--- src/rtl/truth_table_sweeper.sv ---
// ----------------------------------------------------------------------------
// truth_table_sweeper
// Walks a 4-bit index through all 16 input combinations on a..d, waits
// SETTLE_CYCLES cycles at each one, then captures the 5-bit response y_i into
// a 16-entry table while folding it into a rotating signature and a ones
// count. An optional golden model counts captures that do not match the
// expected truth table.
//
// Optional feature macro: SWEEP_CMP_EN (golden comparison, mismatch_cnt/err).
//
// Ports
//   clk, rst_n        clock, asynchronous active-low reset
//   start             begin a sweep (sampled only in IDLE)
//   abort             synchronous abort of a running sweep
//   a, b, c, d        registered drive, {a,b,c,d} = idx
//   y_i[4:0]          response from the logic under test
//   busy, done        status; done is a one-cycle completion pulse
//   rd_addr, rd_data  combinational table read port
//   signature         rotating XOR signature of all captures
//   ones_total        number of 1 bits captured in the sweep
//   mismatch_cnt, err golden-model mismatch count (saturating) and sticky flag
// ----------------------------------------------------------------------------
module truth_table_sweeper #(
  parameter int unsigned SETTLE_CYCLES = 1
) (
  input  logic       clk,
  input  logic       rst_n,
  input  logic       start,
  input  logic       abort,
  output logic       a,
  output logic       b,
  output logic       c,
  output logic       d,
  input  logic [4:0] y_i,
  output logic       busy,
  output logic       done,
  input  logic [3:0] rd_addr,
  output logic [4:0] rd_data,
  output logic [15:0] signature,
  output logic [6:0] ones_total,
  output logic [4:0] mismatch_cnt,
  output logic       err
);

  localparam int unsigned IDX_W  = 4;
  localparam int unsigned CNT_W  = 4;
  localparam int unsigned Y_W    = 5;
  localparam int unsigned SIG_W  = 16;
  localparam int unsigned ONES_W = 7;
  localparam int unsigned MM_W   = 5;
  localparam int unsigned DEPTH  = 16;

  localparam logic [IDX_W-1:0] IDX_LAST    = IDX_W'(DEPTH - 1);
  localparam logic [CNT_W-1:0] SETTLE_LAST = CNT_W'(SETTLE_CYCLES - 1);

  typedef enum logic [1:0] {
    S_IDLE    = 2'd0,
    S_SETTLE  = 2'd1,
    S_CAPTURE = 2'd2,
    S_DONE    = 2'd3
  } state_e;

  state_e             state_q, state_d;
  logic [IDX_W-1:0]   idx_q, idx_d;
  logic [CNT_W-1:0]   cnt_q, cnt_d;
  logic [SIG_W-1:0]   sig_q, sig_d;
  logic [ONES_W-1:0]  ones_q, ones_d;
  logic               busy_q, busy_d;
  logic               done_q, done_d;
  logic               wr_en;
  logic [Y_W-1:0]     mem_q [DEPTH];

  // Number of set bits in one response word.
  function automatic logic [2:0] popcount5(input logic [Y_W-1:0] v);
    logic [2:0] n;
    n = 3'd0;
    for (int i = 0; i < int'(Y_W); i++) begin
      n = n + 3'(v[i]);
    end
    return n;
  endfunction

`ifdef SWEEP_CMP_EN
  logic [MM_W-1:0] mm_q, mm_d;
  logic            err_q, err_d;
  logic [Y_W-1:0]  gold_c;
  logic            ga, gb, gc, gd;

  // Expected response for the combination currently on a..d.
  always_comb begin
    ga = idx_q[3];
    gb = idx_q[2];
    gc = idx_q[1];
    gd = idx_q[0];
    gold_c[0] = (ga & gb) | (~gc & gd);
    gold_c[1] = ~(ga | gb | gc);
    gold_c[2] = (ga ^ gb) & (gc | gd);
    gold_c[3] = (ga & ~gb) | (gb & ~gc) | (gc & ~ga);
    gold_c[4] = (ga ^ gb) | ~(gc & gd);
  end
`endif

  // State register.
  always_ff @(posedge clk or negedge rst_n) begin
    if (!rst_n) begin
      state_q <= S_IDLE;
    end else begin
      state_q <= state_d;
    end
  end

  // Next-state logic; abort wins over the settle/capture progression.
  always_comb begin
    state_d = state_q;
    unique case (state_q)
      S_IDLE: begin
        if (start) state_d = S_SETTLE;
      end
      S_SETTLE: begin
        if (abort)                     state_d = S_IDLE;
        else if (cnt_q == SETTLE_LAST) state_d = S_CAPTURE;
      end
      S_CAPTURE: begin
        if (abort)                  state_d = S_IDLE;
        else if (idx_q == IDX_LAST) state_d = S_DONE;
        else                        state_d = S_SETTLE;
      end
      S_DONE: begin
        state_d = S_IDLE;
      end
      default: state_d = S_IDLE;
    endcase
  end

  // Datapath / output next values.
  always_comb begin
    idx_d  = idx_q;
    cnt_d  = cnt_q;
    sig_d  = sig_q;
    ones_d = ones_q;
    wr_en  = 1'b0;
`ifdef SWEEP_CMP_EN
    mm_d   = mm_q;
    err_d  = err_q;
`endif
    unique case (state_q)
      S_IDLE: begin
        if (start) begin
          idx_d  = '0;
          cnt_d  = '0;
          sig_d  = '0;
          ones_d = '0;
`ifdef SWEEP_CMP_EN
          mm_d   = '0;
          err_d  = 1'b0;
`endif
        end
      end
      S_SETTLE: begin
        if (!abort) begin
          cnt_d = (cnt_q == SETTLE_LAST) ? '0 : cnt_q + 1'b1;
        end
      end
      S_CAPTURE: begin
        if (!abort) begin
          wr_en  = 1'b1;
          sig_d  = {sig_q[SIG_W-2:0], sig_q[SIG_W-1]} ^ SIG_W'(y_i);
          ones_d = ones_q + ONES_W'(popcount5(y_i));
`ifdef SWEEP_CMP_EN
          if (y_i != gold_c) begin
            err_d = 1'b1;
            if (mm_q != MM_W'(DEPTH)) mm_d = mm_q + 1'b1;
          end
`endif
          // idx stays at the last entry on completion so a..d hold it in IDLE.
          if (idx_q != IDX_LAST) begin
            idx_d = idx_q + 1'b1;
            cnt_d = '0;
          end
        end
      end
      default: ;
    endcase
    busy_d = (state_d != S_IDLE);
    done_d = (state_d == S_DONE);
  end

  // Datapath registers.
  always_ff @(posedge clk or negedge rst_n) begin
    if (!rst_n) begin
      idx_q  <= '0;
      cnt_q  <= '0;
      sig_q  <= '0;
      ones_q <= '0;
      busy_q <= 1'b0;
      done_q <= 1'b0;
    end else begin
      idx_q  <= idx_d;
      cnt_q  <= cnt_d;
      sig_q  <= sig_d;
      ones_q <= ones_d;
      busy_q <= busy_d;
      done_q <= done_d;
    end
  end

  // Response table.
  always_ff @(posedge clk or negedge rst_n) begin
    if (!rst_n) begin
      for (int i = 0; i < int'(DEPTH); i++) begin
        mem_q[i] <= '0;
      end
    end else if (wr_en) begin
      mem_q[idx_q] <= y_i;
    end
  end

`ifdef SWEEP_CMP_EN
  // Golden-compare statistics.
  always_ff @(posedge clk or negedge rst_n) begin
    if (!rst_n) begin
      mm_q  <= '0;
      err_q <= 1'b0;
    end else begin
      mm_q  <= mm_d;
      err_q <= err_d;
    end
  end

  assign mismatch_cnt = mm_q;
  assign err          = err_q;
`else
  assign mismatch_cnt = '0;
  assign err          = 1'b0;
`endif

  assign a          = idx_q[3];
  assign b          = idx_q[2];
  assign c          = idx_q[1];
  assign d          = idx_q[0];
  assign busy       = busy_q;
  assign done       = done_q;
  assign signature  = sig_q;
  assign ones_total = ones_q;
  assign rd_data    = mem_q[rd_addr];

endmodule

--- config.mk ---
export PLATFORM = sky130hd
export DESIGN_NAME = truth_table_sweeper
export DESIGN_NICKNAME = d
export VERILOG_FILES = /design/src/rtl/truth_table_sweeper.sv
export SDC_FILE = /design/constraint.sdc
export NUM_CORES = 1
export LEC_CHECK = 0
export ABC_CLOCK_PERIOD_IN_PS = 3100
export CAP_MARGIN = 0
export CORE_AREA = 2 2 140 142
export DETAILED_ROUTE_END_ITERATION = 12
export DIE_AREA = 0 0 142 144
export PLACE_DENSITY_LB_ADDON = 0.2
export SLEW_MARGIN = 5
export SYNTH_ARGS = -nofsm -noshare
export SYNTH_HDL_FRONTEND = slang
export SYNTH_SLANG_ARGS = --single-unit
--- constraint.sdc ---
create_clock -name clk -period 3.1 [get_ports clk]
set_input_delay 0.465 -clock clk [delete_from_list [all_inputs] [get_ports clk]]
set_output_delay 0.465 -clock clk [all_outputs]
set_load 0.01 [all_outputs]
Fig. 1: run 1, PDN straps and rails
Pins as bars on the die edge. Tap cells in grey.
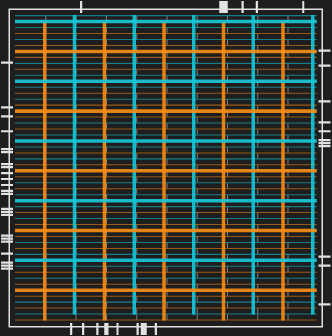
colour	net
cyan	VDD
orange	VSS
rows	51
signal pins	53
met1 rails	52

Fig. 2: run 1, placement by cell class
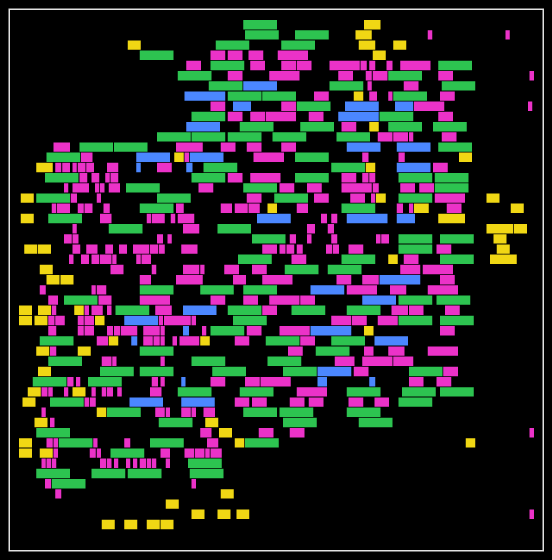
colour	class	cells
yellow	remaining buffers and delay cells	64
magenta	combinational and other logic	292
blue	clock drivers and dummy loads	32
green	sequential cells	115

==> run summary, run 1 <==
Implementation results.

The sequential cell power is 1.70 mW. The average instance in the mapped netlist occupies 12.8 um^2. The portion of the clock cycle consumed by the worst path in the final layout is 0.966. Per the run summary, max-cap violations total 0. The clock buffer and inverter area fraction after layout is 0.0925. Leaving out the clock tree, the finished layout contains an inverter count of 12. OpenROAD emitted warnings numbering 30. For this run, the chip area from Yosys synthesis comes to 5590 um^2. The first global-routing pass estimated 20800 um of wire. The post-route cell area is 7050 um^2. Among all cell types in the netlist, the one instantiated most often is sky130_fd_sc_hd__dfrtp_1. The number of global-route vias before repair was 3776. The launch point of the critical path was reported as rd_addr[0]. The TritonCTS clock tree is done.

The register share after synthesis is 0.515. The pin count of the biggest net entering global routing is 50. The final setup TNS is 0 ps.

The layout report lists the non-clock buffer share of cell area as 0.0914. The number of rows created at floorplan is 51. The sequential cell fraction of total power is 0.384.

In this run the cell area of the synthesized design comes to 5590 um^2. The clock share of power is 0.486. The headroom to the max-slew limit is 0.401. The number of stages on the worst setup path is 7.

Counting the clock-network buffers in the layout gives 22. The internal cell power is 3.39 mW. The timing report notes that buffer and inverter cells on the critical path total 4. The final layout net count is 516. Among all stages on the critical path, the largest delay is contributed by sky130_fd_sc_hd__clkdlybuf4s50_1.

The global-route usage over all layers is 0.135. Post-CTS timing repair inserted 0 buffers for setup. The worst reg2reg path endpoint is ones_total[6]. The post-layout total power is 4.42 mW. The number of synthesized register bits is 115. The number of diodes added for antenna fixing is 0. For this run, the number of Yosys warnings is 0. The commonest cells after synthesis are sky130_fd_sc_hd__dfrtp_1, sky130_fd_sc_hd__mux2_2, sky130_fd_sc_hd__nand2_1, sky130_fd_sc_hd__nand3_1. The worst setup path is captured at a primary output. Setup repair after global routing left no endpoint under its margin. The post-route utilization of the core is recorded as 0.369. The path type of the worst min-delay path is in2async.

Yosys mapped a number of flops with a built-in enable equal to 0. The CTS report gives the tree buffer count as 17. The run finished with clean final reports. Final hold analysis gives a worst-case slack of 74.2 ps. The highest ir drop seen on vdd is 383 uV. The critical path in this run is classified as in2out. The total area of sequential cells is 2880 um^2. Looking at the worst setup and hold paths, the clock pins of their registers show a slew of 50 ps. Switching power as a fraction of the total was reported as 0.233. The number of filler instances in the final layout is 1874. The initial antenna violation count came to 0. The leakage power in the latest report is 3.25 nW. Summing all multi-input logic gate instances after layout gives 2530 um^2. Along the worst path, the maximum fanout reaches 12.

The number of DRC violations after detailed routing is 0. Yosys mapped the design onto 45 distinct sky130hd cell types. The most used routing layer is met2. The routed metal-1 wire length is 6280 um. Per the detail_route report, vias per standard cell equal 4.74. The post-CTS hold buffer count recorded in the log is 0. The layout has 64 buffers outside the clock class. The startpoint of the most critical register-to-register path is ones_total[0]. The placer's final routability congestion estimate is 0.780. The timing report gives the worst reg2reg path a setup slack of 810 ps.

Of the total standard cell area in the layout, the sequential portion is 0.408. The final design was reported to hold multi-input combinational gates totalling 280. By area the synthesized netlist is led by sky130_fd_sc_hd__dfrtp_1, sky130_fd_sc_hd__mux2_2, sky130_fd_sc_hd__mux4_2, sky130_fd_sc_hd__nand2_1, sky130_fd_sc_hd__ha_1. The number of nets with antenna violations after detailed routing is 0. The chip footprint is 20400 um^2. The async set or reset register ratio after synthesis is 1.00. The average wire per cell in the routed design is 17.3 um.

The met2 layer usage reported by global route is 0.209. The worst path needs 3000 ps of the cycle, external delays included. The most frequent logic cell in the layout is sky130_fd_sc_hd__dfrtp_1.
Fig. 3: run 1, routed clock nets over the placement
Scale bar: 50 um.
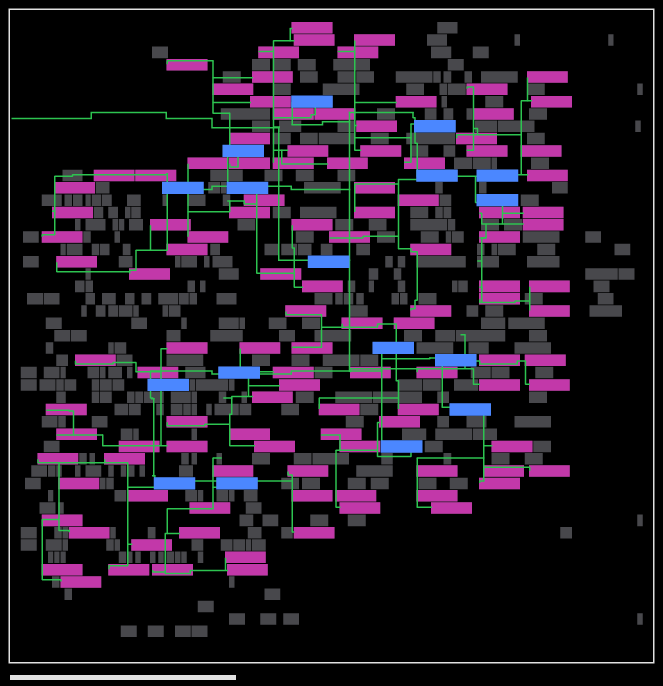
[blue] clock drivers | count: 17
[green] clock wires | length: 1580 um
[magenta] flip-flops | count: 115
flops lie	all over the die

## Run 2: what changed since run 1
- CTS_BUF_LIST: not set -> sky130_fd_sc_hd__clkbuf_2
Fig. 4: run 2, placement by cell class
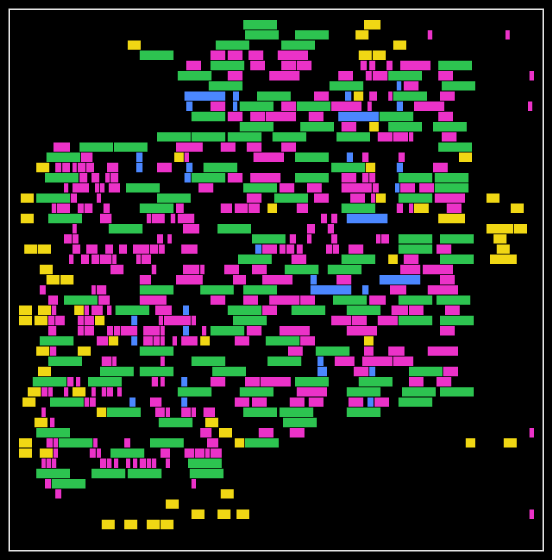
colour	class	cells
yellow	remaining buffers and delay cells	65
green	sequential cells	115
blue	clock drivers and dummy loads	32
magenta	combinational and other logic	292
area of the core region: 19100 um^2
Seq/total area: 0.431
Non-Filler Cell Area, Final: 6680 um^2

==> run summary, run 2 <==
Implementation results.

The count of library flops with an enable pin is 0. Headroom to the max-slew limit came out at 0.397. Per the layout area report, the register area comes to 2880 um^2.

The script parses the final routing iteration and logs DRC violations as 0. The sequential cell power is 1.70 mW. The clock drives 115 sinks.

The clock period minus worst slack is 2990 ps. The flow ran to the end, and the final reports show no timing, DRC or antenna violations. The slew at the pin closest to its max-slew limit is 902 ps. The sequential cell count is 115. Of the total power, the clock network draws 0.340. Setup repair after global routing left no endpoint under its margin. Yosys reports the multiplexer fraction of the synthesized area as 0.249. The final timing report counts setup violations totalling 0.

After detailed routing, no signal wire sits above met4. The synthesis log from Yosys contains 0 warnings. The number of global-route vias before repair is 3760. The power per unit of standard cell area is 514 nW/um^2. The tally of max-capacitance violations is 0. OpenSTA, run right after detailed placement, puts the worst setup slack at -375 ps.

The first global-routing pass estimated 20700 um of wire. The commonest register cell after synthesis is sky130_fd_sc_hd__dfrtp_1. The sequential cell fraction of total power is 0.494.

In this run the worst path has a maximum fanout of 12. The total count of max-transition violations in the final report is 0. The switching part of the total is 0.270. The initial antenna violation count came to 0.

Yosys stat counts 437 cells in the synthesized netlist. For reference, the clock transition at the flip-flops on the worst setup and hold paths is 180 ps. For this block, the initial DRC count from the detailed router was 155.

In this run, the synthesized area fraction spent on and/or/nand/nor cells is recorded as 0.0956. The category of cells accounting for the largest share of critical-path delay is buffers and inverters. The number of diodes added for antenna fixing is 0. Note, the detailed placer reported a final HPWL of 8930 um. The leading power group is sequential cells. The count of non-CTS buffers in the layout is 65. The script extracted a total leakage power of 3.08 nW. The most prevalent standard cell on the critical path is sky130_fd_sc_hd__clkdlybuf4s50_1.

Leaving out buffers and inverters, the combinational logic in the layout accounts for 2520 um^2. The horizontal die size is 142 um. The number of warnings in the stage logs is 30.

In the layout the commonest cells are sky130_fd_sc_hd__dfrtp_1, sky130_fd_sc_hd__mux2_2, sky130_fd_sc_hd__nand2_1, sky130_fd_sc_hd__clkdlybuf4s50_1, sky130_fd_sc_hd__nand3_1. Looking at the post-CTS report, the setup buffer insertion count equals 0. IR analysis of the VDD net gives a maximum drop of 229 uV. The iteration count of the initial detailed-routing pass is 4. The clock H-tree reported by CTS has 4 levels. The chip occupies 20400 um^2. Counting instances in the post-synthesis netlist gives the leading cell types as sky130_fd_sc_hd__dfrtp_1, sky130_fd_sc_hd__mux2_2, sky130_fd_sc_hd__nand2_1, sky130_fd_sc_hd__nand3_1. The category of the worst setup path capture point is a primary output. In this run, the synthesized area fraction spent on adder and majority cells is recorded as 0.0331. The routed design uses 442 um of met3 wire.

The worst reg2reg path endpoint is ones_total[6]. In the Yosys stats the netlist draws on 45 distinct library cells. In the finished design, the share of the clock period the worst path needs comes to 0.966. At the end of routability-driven placement, the weighted congestion stood at 0.780.

Clock buffers in the final layout number 19. According to the finish report, the design has a final net count of 517. The post-layout total power is 3.43 mW. The startpoint of the most critical register-to-register path is ones_total[0]. After routing, the total negative slack on setup checks comes to 0 ps. The inverter tally of the final layout excluding the clock network is 12. Yosys instantiated no cell more often than sky130_fd_sc_hd__dfrtp_1. Hold is met by 321 ps.

For this run, the register share of the synthesized area comes to 0.515. Traced cell by cell, the critical path runs through clkdlybuf4s50_1 > buf_12 > mux4_2 > a22oi_2 > nand3_1 > clkdlybuf4s50_1. The path type of the worst min-delay path is in2async.

The net switching component of the power is 926 uW. Synthesis handed over a netlist of 437 instances. The CTS buffer count is 17. The number of filler instances in the final layout is 1916. The largest family of logic cells by area is multiplexers. The critical path in the final layout is reported with a setup slack of 105 ps. The setup path with the least slack is of type in2out. Each instance of the synthesized netlist takes up on average 12.8 um^2. The number of synthesized register bits is 115.

In this run the number of cells on the critical path is 6. The pin count of the biggest net entering global routing is 50. The largest area contributor in the netlist is sky130_fd_sc_hd__dfrtp_1. The worst setup slack for register-to-register paths is 790 ps. The routed metal-1 wire length is 6160 um. After synthesis, the cell types taking the most area are sky130_fd_sc_hd__dfrtp_1, sky130_fd_sc_hd__mux2_2, sky130_fd_sc_hd__mux4_2, sky130_fd_sc_hd__nand2_1, sky130_fd_sc_hd__ha_1. The most common logic cell in the final layout is sky130_fd_sc_hd__dfrtp_1. The endpoint of the most critical setup path is rd_data[0]. The power of the combinational group is 569 uW. The combinational share of power is 0.166. No sink is reached through more buffers than the 2 on the longest clock path.

The synthesized netlist has a Yosys-reported chip area of 5590 um^2. Measured on the final layout, the clock distribution area share stands at 0.0425. The async set or reset register ratio after synthesis is 1.00. The most critical setup path has its startpoint at rd_addr[0].

For this run, combinational gates with multiple inputs come to 280. The buffers plus inverters on the worst setup path is 3. The routed design shows a via density per instance of 4.74. The combined area of all synthesized cells is 5590 um^2. The quantity of hold-fixing buffers added after cts is 1. The number of rows created at floorplan is 51. Per the post-route antenna check, the number of violating nets is 0.

The TritonCTS clock tree is done. Summed over all nets, wire length on met2 after detailed routing comes to 6010 um. The critical path's slowest cell is sky130_fd_sc_hd__mux4_2. The met2 layer usage reported by global route is 0.207. The layout buffering overhead excluding clock cells is 0.0969. For this floorplan the total number of well-tap instances is 238.

The power report lists cell-internal power as 2.51 mW.
Fig. 5: run 2, routing congestion
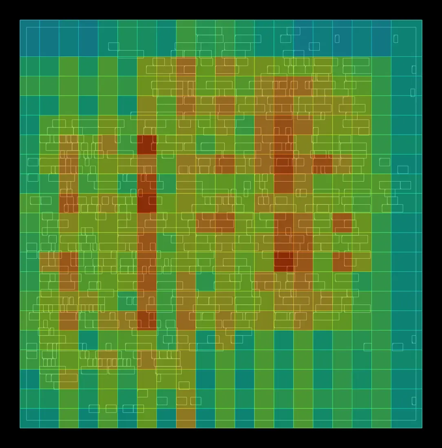
global-route met3 utilization: 0.0331
average wire length per cell after detail routing: 17.2 um
final core area utilization: 0.350
total routing usage reported by global routing: 0.134
Most Crowded Layer GR: met2

## Run 3: what changed since run 2
- SLEW_MARGIN: 5 -> 40
Fig. 6: run 3, PDN straps and rails
Pins as bars on the die edge. Tap cells in grey.
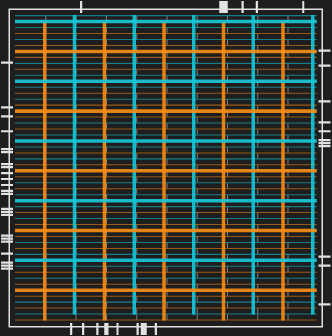
colour	net
orange	VSS
cyan	VDD
met1 rails	52
rows	51
tap cells	238
met5 straps	10
width of the die: 142 um
maximum resistive drop on vdd: 204 uV

==> run summary, run 3 <==
Implementation results.

The pin count of the biggest net entering global routing is 50. The total count of max-transition violations in the final report is 0. The critical path starts at rd_addr[0].

The portion of the clock cycle consumed by the worst path in the final layout is 0.976. Multi-input combinational cells in the finished layout were counted as 280. On the critical path, the stage with the largest delay is an instance of sky130_fd_sc_hd__clkdlybuf4s50_1.

The clock buffer and inverter area fraction after layout is 0.0220. The dominant power group in this design is sequential cells. The final power report lists total power as 3.00 mW. The number of gates resized after cts is 0. The worst setup slack before clock tree synthesis is -378 ps. By instance count after routing, the leading logic cell types are sky130_fd_sc_hd__dfrtp_1, sky130_fd_sc_hd__mux2_2, sky130_fd_sc_hd__nand2_1, sky130_fd_sc_hd__clkdlybuf4s50_1, sky130_fd_sc_hd__nand3_1. Per the run report, area growth between synthesis and finish was 16.9%. 0 antenna diodes ended up in the layout. Of the synthesized area, sequential elements account for 0.515. The buffers plus inverters on the worst setup path is 3.

After synthesis, the largest family of logic cells by area is multiplexers. According to the timing report, the critical path is captured at rd_data[0]. The clock transition at the registers of the reported paths is 170 ps. The number of synthesized register bits is 115.

The buffers inserted during post-CTS setup optimization is 0. According to the report, the first pass of detailed routing completed in 4 iterations. The async set or reset register ratio after synthesis is 1.00. The power per unit of standard cell area is 459 nW/um^2.

Of all the cell area in the finished design, non-clock buffers hold 0.0990. The flop share of the area is 0.441. In this run the remaining antenna-violating nets after routing total 0. In this run the number of H-tree levels came out at 4. The number of setup violations in the final report is 0. The commonest register cell after synthesis is sky130_fd_sc_hd__dfrtp_1. The category of cells accounting for the largest share of critical-path delay is buffers and inverters.

The worst reg2reg path endpoint is ones_total[6]. The number of filler instances in the final layout is 1917. The most used routing layer is met2. For the sequential group, total power comes out at 1.69 mW. The cell count listed in synth_stat.txt is 437. After floorplanning, the core was divided into 51 placement rows. The routed metal-1 wire length is 6260 um. The power report attributes to the combinational group a share of 0.190. The most frequent logic cell in the layout is sky130_fd_sc_hd__dfrtp_1. The first global-routing pass estimated 20700 um of wire.

The highest metal layer carrying signal wires in the routed design is met4. Of the total power, the share spent switching nets is 0.302. The clock period minus worst slack is 3020 ps.

The number of DRC violations after detailed routing is 0. The count of non-CTS buffers in the layout is 65. The final setup TNS is 0 ps. For the completed layout, the total cell area is recorded as 6530 um^2.

For met2 alone, demand over resource in global routing was 0.208. Synthesis instantiated 45 different standard cells from the library. The number of clock sinks came to 115. Counting stages on the worst path, the most repeated cell is sky130_fd_sc_hd__clkdlybuf4s50_1. The TritonCTS clock tree is done. There are 115 flip-flops and latches. The largest area contributor in the netlist is sky130_fd_sc_hd__dfrtp_1. The timing report gives the worst reg2reg path a setup slack of 780 ps.

The largest fanout of any net on the critical path is 12. At the worst endpoint, the arrival time is 2560 ps. The headroom to the max-slew limit is 0.553.

The number of stages on the worst setup path is 6. The count of library flops with an enable pin is 0. The power report puts the net switching power at 906 uW. The violation count after the first detailed-route iteration is 148. In this run, the synthesized area fraction spent on adder and majority cells is recorded as 0.0331. The most frequently used library cell after synthesis is sky130_fd_sc_hd__dfrtp_1. Synthesis produced 437 cells. The combinational gate area is 2520 um^2. Hold timing on the final database bottoms out at a slack of 352 ps. The startpoint of the most critical register-to-register path is ones_total[0]. The floorplan step defined a die boundary enclosing 20400 um^2.

By area the synthesized netlist is led by sky130_fd_sc_hd__dfrtp_1, sky130_fd_sc_hd__mux2_2, sky130_fd_sc_hd__mux4_2, sky130_fd_sc_hd__nand2_1, sky130_fd_sc_hd__ha_1. The met3 global-route usage is 0.0394. The sequential cell fraction of total power is 0.565. For reference, the post-synthesis area per instance comes to 12.8 um^2.

The flow ran to the end, and the final reports show no timing, DRC or antenna violations. For reference, the mux area share after synthesis is 0.249. The category of the worst setup path capture point is a primary output. The half-perimeter wire length of the detailed placement result is 8940 um. The number of tap cells inserted is 238. The congestion estimate from routability-driven global placement came to 0.780.

The total area inside the core boundary comes to 19100 um^2. The worst setup path is of the in2out kind. The wire length on met2 is 5920 um. The number of warnings in the stage logs is 30.

The yosys synthesis chip area is 5590 um^2. The tally of max-capacitance violations is 0. After synthesis, the most frequently instantiated cells are sky130_fd_sc_hd__dfrtp_1, sky130_fd_sc_hd__mux2_2, sky130_fd_sc_hd__nand2_1, sky130_fd_sc_hd__nand3_1.

The cell-mix breakdown from Yosys lists the simple-gate area share as 0.0956. The total area of sequential cells is 2880 um^2. Setup repair after global routing left no endpoint under its margin. After layout, the clock buffer instance count stands at 20. Before any placement, the netlist area is recorded as 5590 um^2. Traced cell by cell, the critical path runs through clkdlybuf4s50_1 > buf_12 > mux4_2 > a22oi_1 > nand3_1 > clkdlybuf4s50_1.

The share of final-layout standard cells stronger than drive strength 1 is 0.307. After layout, the worst setup slack is 75.0 ps. The quantity of hold-fixing buffers added after cts is 1. The post-layout utilization of the core is 0.342. The power report lists cell-internal power as 2.09 mW. The path type of the worst min-delay path is in2async.
Fig. 7: run 3, signal wires by layer
Scale bar: 50 um.
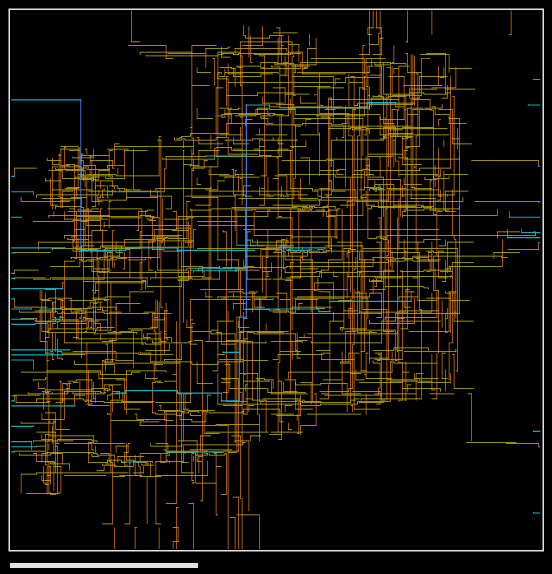
colour	layer	wire length
yellow	metal 1	6260 um
cyan	metal 3	468 um
blue	metal 4	121 um
orange	metal 2	5920 um
routed via count: 3555
average wire length per cell after detail routing: 17.3 um

Power is estimated from default activity; no workload was simulated.
